--- config.mk ---
export PLATFORM = sky130hd
export DESIGN_NAME = branch_target_unit
export DESIGN_NICKNAME = d
export VERILOG_FILES = /design/src/rtl/branch_pkg.sv /design/src/rtl/branch_target_unit_pipe_stage.sv /design/src/rtl/branch_target_unit.sv
export SDC_FILE = /design/constraint.sdc
export NUM_CORES = 1
export LEC_CHECK = 0
export ABC_AREA = 1
export CORE_ASPECT_RATIO = 1.25
export CORE_UTILIZATION = 30
export CTS_CLUSTER_DIAMETER = 120
export DETAILED_ROUTE_END_ITERATION = 6
export PLACE_DENSITY = 0.56
export SYNTH_ARGS = -nofsm -noshare
export SYNTH_HDL_FRONTEND = slang
export SYNTH_SLANG_ARGS = --single-unit
export TNS_END_PERCENT = 1
--- constraint.sdc ---
create_clock -name clk -period 2.8 [get_ports clk]
set_input_delay 0.28 -clock clk [delete_from_list [all_inputs] [get_ports clk]]
set_output_delay 0.28 -clock clk [all_outputs]
set_load 0.01 [all_outputs]
--- src/rtl/branch_pkg.sv ---
// Shared types and helpers for the pipelined branch target unit.
package branch_pkg;

    typedef enum logic [1:0] {
        BT_REL  = 2'd0,
        BT_ABS  = 2'd1,
        BT_REG  = 2'd2,
        BT_RSVD = 2'd3
    } bt_mode_e;

    localparam int unsigned MAX_W = 64;

    // Signed working width: room for the larger operand plus carry and sign.
    function automatic int unsigned sw_of(input int unsigned pc_w,
                                          input int unsigned imm_w,
                                          input int unsigned shift);
        return ((pc_w > imm_w + shift) ? pc_w : imm_w + shift) + 2;
    endfunction

    // Sign-extend an imm_w-bit immediate held in the low bits, then scale it.
    function automatic logic signed [MAX_W-1:0] sext_shift(input logic [MAX_W-1:0] imm,
                                                           input int unsigned imm_w,
                                                           input int unsigned shift);
        logic signed [MAX_W-1:0] v;
        v = $signed(imm << (MAX_W - imm_w));
        v = v >>> (MAX_W - imm_w);
        return v <<< shift;
    endfunction

endpackage

--- src/rtl/branch_target_unit_pipe_stage.sv ---
// Generic valid/ready register slice with flush; no skid buffer.
module bt_pipe_stage #(
    parameter int unsigned W = 8
) (
    input  logic         clk,
    input  logic         rst_n,
    input  logic         flush,
    input  logic         up_valid,
    output logic         up_ready_c,
    input  logic [W-1:0] up_data,
    output logic         dn_valid,
    input  logic         dn_ready,
    output logic [W-1:0] dn_data
);

    logic load;

    assign up_ready_c = !dn_valid || dn_ready;
    assign load       = up_valid && up_ready_c;

    always_ff @(posedge clk or negedge rst_n) begin
        if (!rst_n) begin
            dn_valid <= 1'b0;
            dn_data  <= '0;
        end else begin
            if (flush)         dn_valid <= 1'b0;
            else if (load)     dn_valid <= 1'b1;
            else if (dn_ready) dn_valid <= 1'b0;
            if (load) dn_data <= up_data;
        end
    end

endmodule

--- src/rtl/branch_target_unit.sv ---
// Two-stage branch target calculator: operand select/scale, then add and wrap detect.
module branch_target_unit
    import branch_pkg::*;
#(
    parameter int unsigned PC_W  = 8,
    parameter int unsigned IMM_W = 16,
    parameter int unsigned SHIFT = 0
) (
    input  logic             clk,
    input  logic             rst_n,
    input  logic             in_valid,
    output logic             in_ready,
    input  logic [1:0]       mode,
    input  logic [IMM_W-1:0] immediate,
    input  logic [PC_W-1:0]  program_counter,
    input  logic [PC_W-1:0]  reg_base,
    input  logic             flush,
    output logic             out_valid,
    input  logic             out_ready,
    output logic [PC_W-1:0]  BT,
    output logic             wrap,
    output logic             illegal
);

    localparam int unsigned SW   = sw_of(PC_W, IMM_W, SHIFT);
    localparam int unsigned P1_W = 2 + PC_W + SW;
    localparam int unsigned P2_W = PC_W + 2;

    bt_mode_e              in_mode;
    logic [PC_W-1:0]       in_base;
    logic signed [SW-1:0]  in_off;
    logic [P1_W-1:0]       s1_in;
    logic [P1_W-1:0]       s1_data;
    logic                  s1_valid;
    logic                  s2_ready;
    logic [1:0]            s1_mode_raw;
    bt_mode_e              s1_mode;
    logic [PC_W-1:0]       s1_base;
    logic signed [SW-1:0]  s1_off;
    logic signed [SW-1:0]  exact;
    logic                  s1_wrap;
    logic [P2_W-1:0]       s2_in;
    logic [P2_W-1:0]       s2_data;

    // Stage 1 operands: reserved mode falls back to PC-relative.
    always_comb begin
        in_mode = bt_mode_e'(mode);
        in_base = (in_mode == BT_REG) ? reg_base : program_counter;
        in_off  = SW'(sext_shift(MAX_W'(immediate), IMM_W, SHIFT));
    end

    assign s1_in = {mode, in_base, in_off};

    bt_pipe_stage #(.W(P1_W)) u_stage1 (
        .clk        (clk),
        .rst_n      (rst_n),
        .flush      (flush),
        .up_valid   (in_valid),
        .up_ready_c (in_ready),
        .up_data    (s1_in),
        .dn_valid   (s1_valid),
        .dn_ready   (s2_ready),
        .dn_data    (s1_data)
    );

    assign {s1_mode_raw, s1_base, s1_off} = s1_data;
    assign s1_mode = bt_mode_e'(s1_mode_raw);

    // Exact signed target; anything beyond the low PC_W bits means it wrapped.
    always_comb begin
        if (s1_mode == BT_ABS) exact = s1_off;
        else                   exact = $signed(SW'(s1_base)) + s1_off;
    end

    assign s1_wrap = exact[SW-1] | (|exact[SW-2:PC_W]);
    assign s2_in   = {s1_mode == BT_RSVD, s1_wrap, exact[PC_W-1:0]};

    bt_pipe_stage #(.W(P2_W)) u_stage2 (
        .clk        (clk),
        .rst_n      (rst_n),
        .flush      (flush),
        .up_valid   (s1_valid),
        .up_ready_c (s2_ready),
        .up_data    (s2_in),
        .dn_valid   (out_valid),
        .dn_ready   (out_ready),
        .dn_data    (s2_data)
    );

    assign {illegal, wrap, BT} = s2_data;

endmodule

==> reports/results.ini, run 1 <==
[status]
status = completed

[finish]
n_all_inverters = 34
top_register = u_stage1.dn_data
final_core_util = 0.402
fin_nets = 409
logic_gates = 232
fin_cells = 453
largest_class = combinational gates
lay_top_count = nand2_1
seq-cell-share = 0.318
clkCellAreaFrac = 0.0376

[cts]
cts_resized = 0
clkSinkCount = 38
cts_setup_buffers = 0
root_buffer = clkbuf_8
clk_pin_slew_worst_paths_ns = 0.08
cts.hold.buffers_added = 0

[yosys]
area_leaders = dfrtp_1 41%, nand2_1 18%, nand3_1 5.4%, inv_1 4.9%, ha_1 4.3%
yosys_warnings = 0
yosys_most_used_dff = dfrtp_1
avgSynthCellArea_um2 = 7.44
fa_ha_area_frac = 0.0518
yosys.area_share.xor_xnor = 0.0189
common_cells = 110 x nand2_1, 38 x dfrtp_1, 30 x inv_1
synthCells = 312

[sta]
hold_violations = 0
holdWs_ns = 0.0857
timing.final.ws_setup_ns = 0.714
relSlewSlack = 0.438

[floorplan]
die_area_um2 = 8090
coreArea_um2 = 7440
die_w_um = 80.7

[setup_path]
worst-path-stages = 14
r2r-end = u_stage2.dn_data[8]
path_buffers = 0
cp_max_fo = 4
reg2reg_from = u_stage1.dn_data[0]

[routing]
drt-met1-wl_um = 2650
vias_per_cell = 4.61
firstDrtPassIters = 4

[global_routing]
overflow = 0
grt.met1_usage = 0.205
gr-usage-met3 = 0.0236
grt_pass1_vias = 2088

[worst_hold_path]
hp-class = in2async

[power]
comb-power_mw = 0.525

[placement]
dp_slack_ns = 0.746

Fig. 1: run 1, nets reached from selected ports
Bar = 20 um.
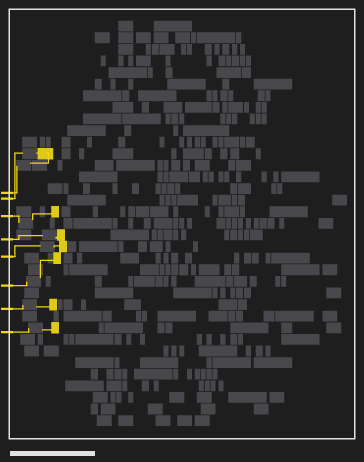
yellow -> reg_base  # bits 8, direction input, edge west, end cells 8, buffers 8, wire 82.2 um

Fig. 2: run 1, sequential cells coloured by instance or generate block
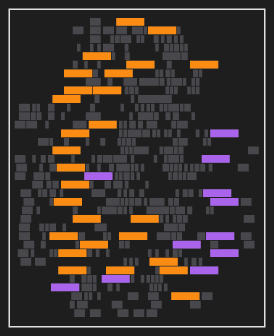
orange -> u_stage1  # placed flops 27
purple -> u_stage2  # placed flops 11

Fig. 3: run 1, clock network drawn from the DEF
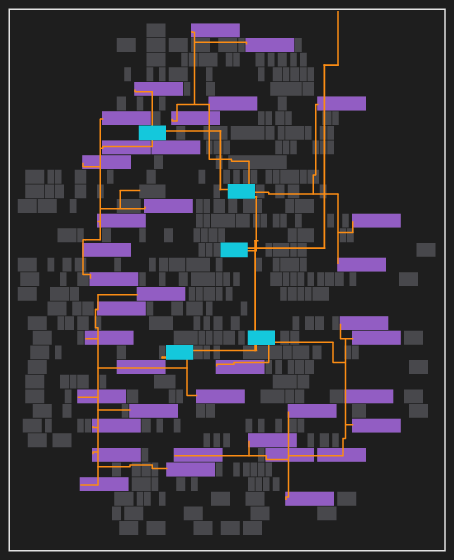
orange -> clock wires  # length 562 um
purple -> flip-flops  # count 38
cyan -> cells driving clock nets  # count 5
routed clock nets = 6
clock network fraction of design power: 0.285
clk_skew: 0.00738 ns
Latency at later pin: 0.29 ns

==> run 2, diff against run 1 <==
- PLACE_DENSITY: 0.56 -> 0.58
- clock period: 2.8 -> 1.7 ns (I/O delays scaled with it)
Fig. 4: run 2, sequential cells grouped by signal name
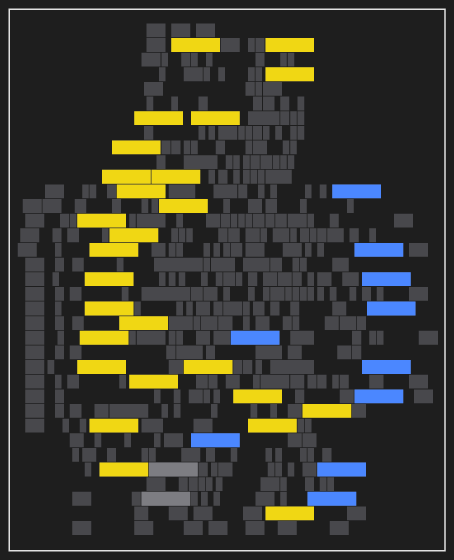
yellow -> u_stage1.dn_data  # placed flops 26
blue -> u_stage2.dn_data  # placed flops 10
Reg area: 951 um^2
sequential logic power: 1.13 mW
final core utilization: 0.439
Seq/total area: 0.291

Fig. 5: run 2, sequential cells coloured by instance or generate block
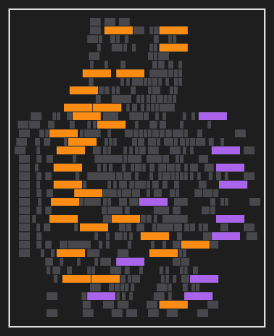
orange -> u_stage1  # placed flops 27
purple -> u_stage2  # placed flops 11
total die size: 8090 um^2
Post-Layout Cell Count: 485

==> reports/results.ini, run 2 <==
[global_routing]
grt.met1_usage = 0.209  ; was 0.205
overflow = 0  ; unchanged
grt_pass1_vias = 2229  ; was 2088
gr-usage-met3 = 0.0218  ; was 0.0236

[yosys]
yosys_most_used_dff = dfrtp_1  ; unchanged
area_leaders = dfrtp_1 41%, nand2_1 18%, nand3_1 5.4%, inv_1 4.9%, ha_1 4.3%  ; unchanged
fa_ha_area_frac = 0.0518  ; unchanged
avgSynthCellArea_um2 = 7.44  ; unchanged
yosys.area_share.xor_xnor = 0.0189  ; unchanged

[setup_path]
r2r-end = u_stage2.dn_data[8]  ; unchanged
reg2reg_from = u_stage1.dn_data[18]  ; was u_stage1.dn_data[0]
cp_max_fo = 4  ; unchanged
path_buffers = 0  ; unchanged

[finish]
n_all_inverters = 34  ; unchanged
largest_class = combinational gates  ; unchanged
top_register = u_stage1.dn_data  ; unchanged
fin_nets = 441  ; was 409
lay_top_count = nand2_1  ; unchanged
logic_gates = 232  ; unchanged
clkCellAreaFrac = 0.0245  ; was 0.0376

[sta]
timing.final.ws_setup_ns = -0.230  ; was 0.714 ns
setup_viol = 4  ; was 0
skew_ns = 0.00598  ; was 0.00738 ns
relSlewSlack = 0.672  ; was 0.438
holdWs_ns = 0.409  ; was 0.0857 ns

[cts]
clock_latency_ns = 0.29  ; about the same
cts_resized = 9  ; was 0
clk_pin_slew_worst_paths_ns = 0.08  ; about the same
cts_setup_buffers = 1  ; was 0
clkSinkCount = 38  ; unchanged

[routing]
firstDrtPassIters = 5  ; was 4
drt-met1-wl_um = 2750  ; was 2650 um

[status]
status = finished with violations  ; was completed
failed_checks = negative setup slack

[floorplan]
die_w_um = 80.7  ; unchanged
coreArea_um2 = 7440  ; unchanged

[power]
p_clk_frac = 0.217  ; was 0.285

[placement]
dp_slack_ns = -0.184  ; was 0.746 ns

==> run 3, diff against run 2 <==
- CORE_UTILIZATION: 30 -> 46
- PLACE_DENSITY: 0.58 -> 0.81
Fig. 6: run 3, clock network drawn from the DEF
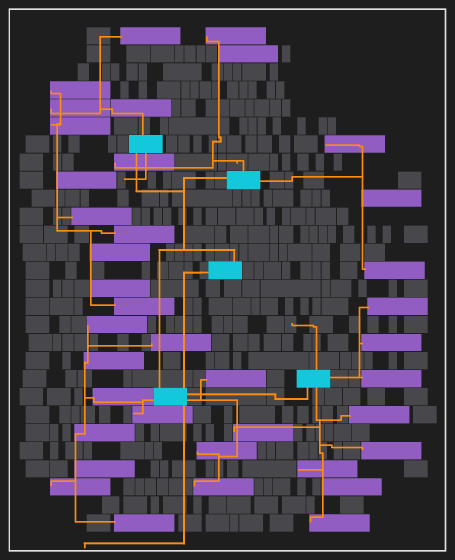
cyan -> cells driving clock nets  # count 5
orange -> clock wires  # length 535 um
purple -> flip-flops  # count 38
flops lie = spread over the die
Latency at later pin: 0.30 ns
clk_skew: 0.00496 ns
clock network fraction of design power: 0.219

Fig. 7: run 3, congestion heat map
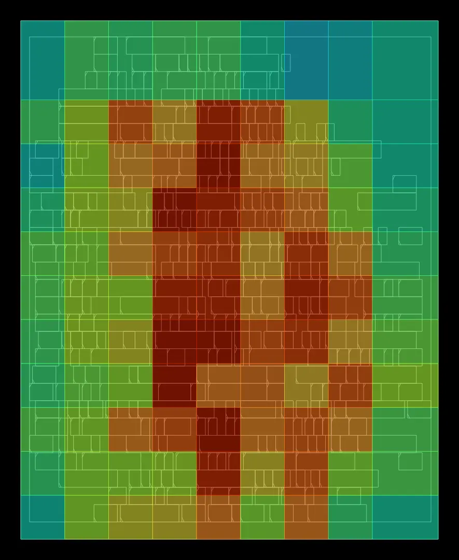
final core utilization: 0.688
met3 global-route usage: 0.0375

==> reports/results.ini, run 3 <==
[yosys]
synthCells = 312  ; unchanged
fa_ha_area_frac = 0.0518  ; unchanged
avgSynthCellArea_um2 = 7.44  ; unchanged
yosys.area_share.xor_xnor = 0.0189  ; unchanged
yosys_warnings = 0  ; unchanged

[sta]
setup_viol = 5  ; was 4
hold_violations = 0  ; unchanged
holdWs_ns = 0.284  ; was 0.409 ns
relSlewSlack = 0.687  ; was 0.672
timing.final.ws_setup_ns = -0.243  ; was -0.230 ns

[worst_hold_path]
hp-class = in2async  ; was in2reg

[finish]
seq-cell-share = 0.288  ; was 0.291
top_register = u_stage1.dn_data  ; unchanged
ff_latch_area_um2 = 951  ; unchanged
logic_gates = 232  ; unchanged
fin_nets = 440  ; was 441
lay_top_count = nand2_1  ; unchanged
largest_class = combinational gates  ; unchanged
n_all_inverters = 34  ; unchanged

[setup_path]
cp_max_fo = 4  ; unchanged
worst-path-stages = 14  ; unchanged
reg2reg_from = u_stage1.dn_data[18]  ; unchanged
r2r-end = u_stage2.dn_data[8]  ; unchanged

[cts]
clk_pin_slew_worst_paths_ns = 0.08  ; about the same
cts_setup_buffers = 2  ; was 1
clkSinkCount = 38  ; unchanged
cts.hold.buffers_added = 0  ; was 1
root_buffer = clkbuf_8  ; unchanged
cts_resized = 12  ; was 9

[global_routing]
overflow = 0  ; unchanged
grt.met1_usage = 0.286  ; was 0.209
grt_pass1_vias = 2269  ; was 2229

[routing]
vias_per_cell = 5.19  ; was 4.64
drt-met1-wl_um = 2500  ; was 2750 um
firstDrtPassIters = 5  ; unchanged

[placement]
dp_slack_ns = -0.177  ; was -0.184 ns

[floorplan]
die_area_um2 = 5340  ; was 8090 um^2
die_w_um = 65.5  ; was 80.7 um
coreArea_um2 = 4800  ; was 7440 um^2

[status]
failed_checks = negative setup slack  ; unchanged
status = finished with violations  ; unchanged

[power]
powerSeq_mw = 1.14  ; was 1.13 mW

Power is estimated from default activity; no workload was simulated.
